Design freq_meas_ctrl, sky130hd; sources not shown.
**The clock network**

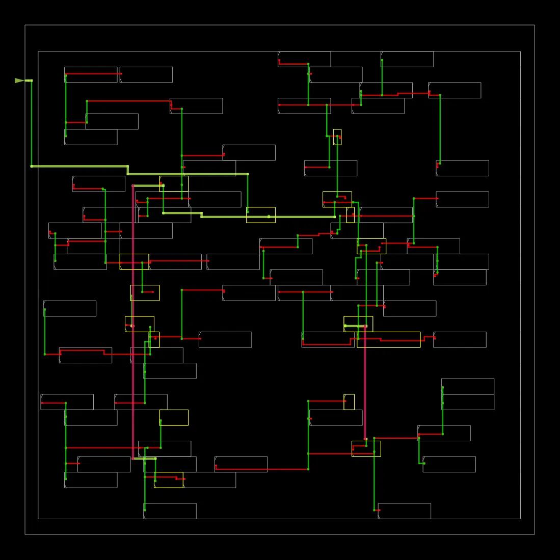
flop count: 64
CLK BUF: 13
total CTS buffers: 9

**Gate families picked out**

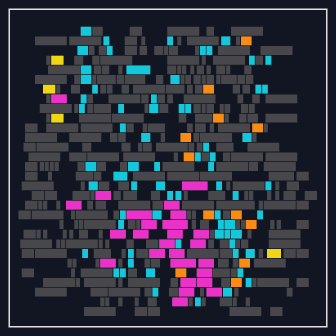
legend:
  XOR/XNOR gates:
    color: orange
    cells: 12
  inverting AOI/OAI gates:
    color: cyan
    cells: 68
  adder and majority cells:
    color: magenta
    cells: 26
  multiplexers:
    color: yellow
    cells: 4
most frequent logic cell in the layout: dfrtp_1
logic share of the area: 44.9%
final non-filler cell total: 506

**Clock distribution**

Bar = 20 um.
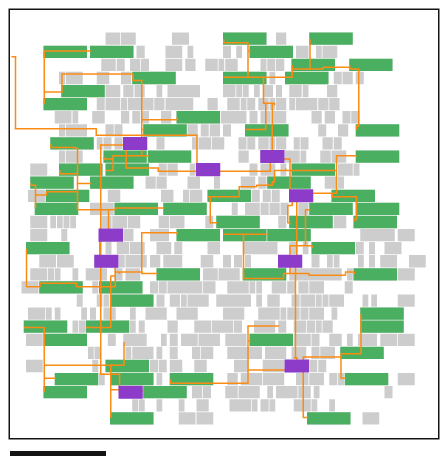
legend:
  clock drivers:
    color: purple
    count: 9
  clock wires:
    color: orange
    length: 833 um
  flip-flops:
    color: green
    count: 64
routed clock nets: 10
clk_lat worst skew: 0.34 ns
Power Clock: 0.535 mW
Clock power frac: 29.9%

**Cell classes on the final placement**

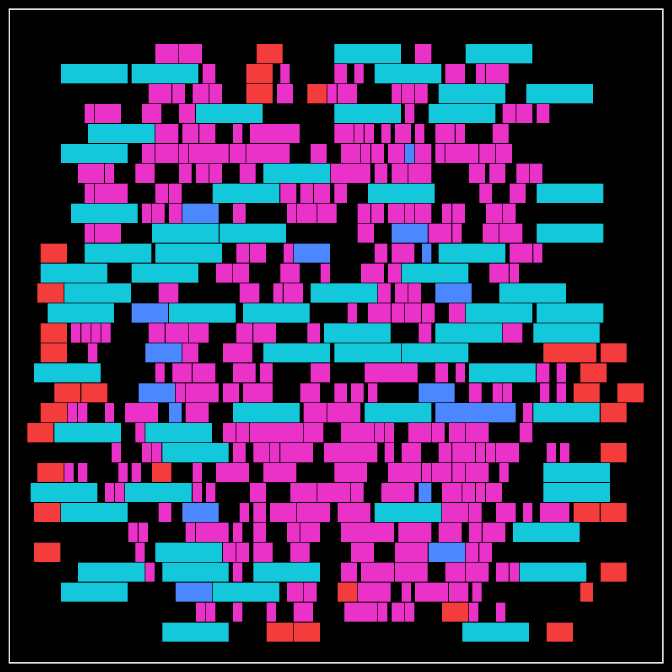
legend:
  clock drivers and dummy loads:
    color: blue
    cells: 16
  flops:
    color: cyan
    cells: 64
  other buffers and delay cells:
    color: red
    cells: 32
  combinational and other logic:
    color: magenta
    cells: 298
Post-Route Utilization: 60.8%
FP Rows: 30
sequential cell area share: 38.4%
Finished Cell Area: 0.00417 mm^2
core area: 0.00687 mm^2

**Sequential cells grouped by signal name**

Other sequential cells in the stronger gray, the rest of the logic in the fainter gray.
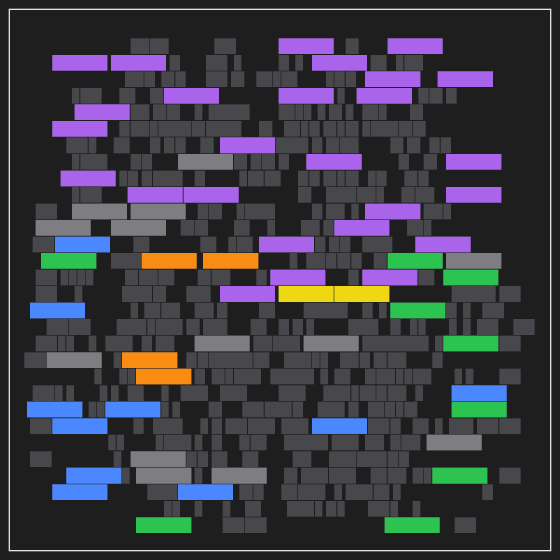
legend:
  u_cnt/r_ones:
    color: orange
    sequential_cells: 4
  r_gate_cnt:
    color: purple
    sequential_cells: 26
  u_cnt/r_hund:
    color: yellow
    sequential_cells: 2
  bcd_out:
    color: blue
    sequential_cells: 10
  hz_out:
    color: green
    sequential_cells: 9
FF/Latch Area: 0.00160 mm^2
sequential cell power: 0.777 mW

==> metrics.yaml <==
critical_path:
  path_max_fanout: 7
  crit_required_ns: 4.38
  cp.depth: 11
  crit_path_cell_trace: "ha_1 > ha_1 > fa_1 > xor2_1 > ha_1 > ha_1 > a31o_2 > a41o_1 > a21o_1 > a211oi_1 > nor2_1"
  worst_path_max_delay_cell: "dfrtp_1"
  reg2reg_depth: 11
grt:
  overflow: 0
  grt_pass1_vias: 2636
  grt_usage_pct: 20.6
  met3_usage_pct: 3.42
floorplan:
  fp_util_pct: 52.5
  die_h_um: 88.9
power_and_ir_drop:
  swShare_pct: 33.0
  vdd_ir_drop_max_mv: 0.207
route:
  drc: 0
  dr.pass1.iters: 5
  met3_length_um: 240
  via_count: 2858
  wl_per_cell_um: 14.8
synth:
  top_logic_kind: "simple AND/OR/NAND/NOR gates"
  ys_types: 60
  ys_seq_share_pct: 44.4
  flop_cell: "dfrtp_1"
  ys_sh_mux_pct: 1.15
  yosys.area.top_type_share_pct: 44.4
  async_reset_ff_share_pct: 100
  synth-xor-area-share_pct: 2.91
  fp_nets: 406
  aoi_share_pct: 13.0
place:
  dp.cells: 489
  pre_cts_slack_ns: 0.870
cells_and_area:
  dominant_cells: "combinational gates"
  final-comb-area_mm2: 0.00188
  clk_share_pct: 4.77
  nets: 436
cts:
  cts_tree: "yes"
  clkTransAtPathRegs_ns: 0.07
sta:
  max_freq_ghz: 0.300
run_status:
  status: "complete, no violations"
Power figures rest on the tool's default switching activity, not on a simulated workload.
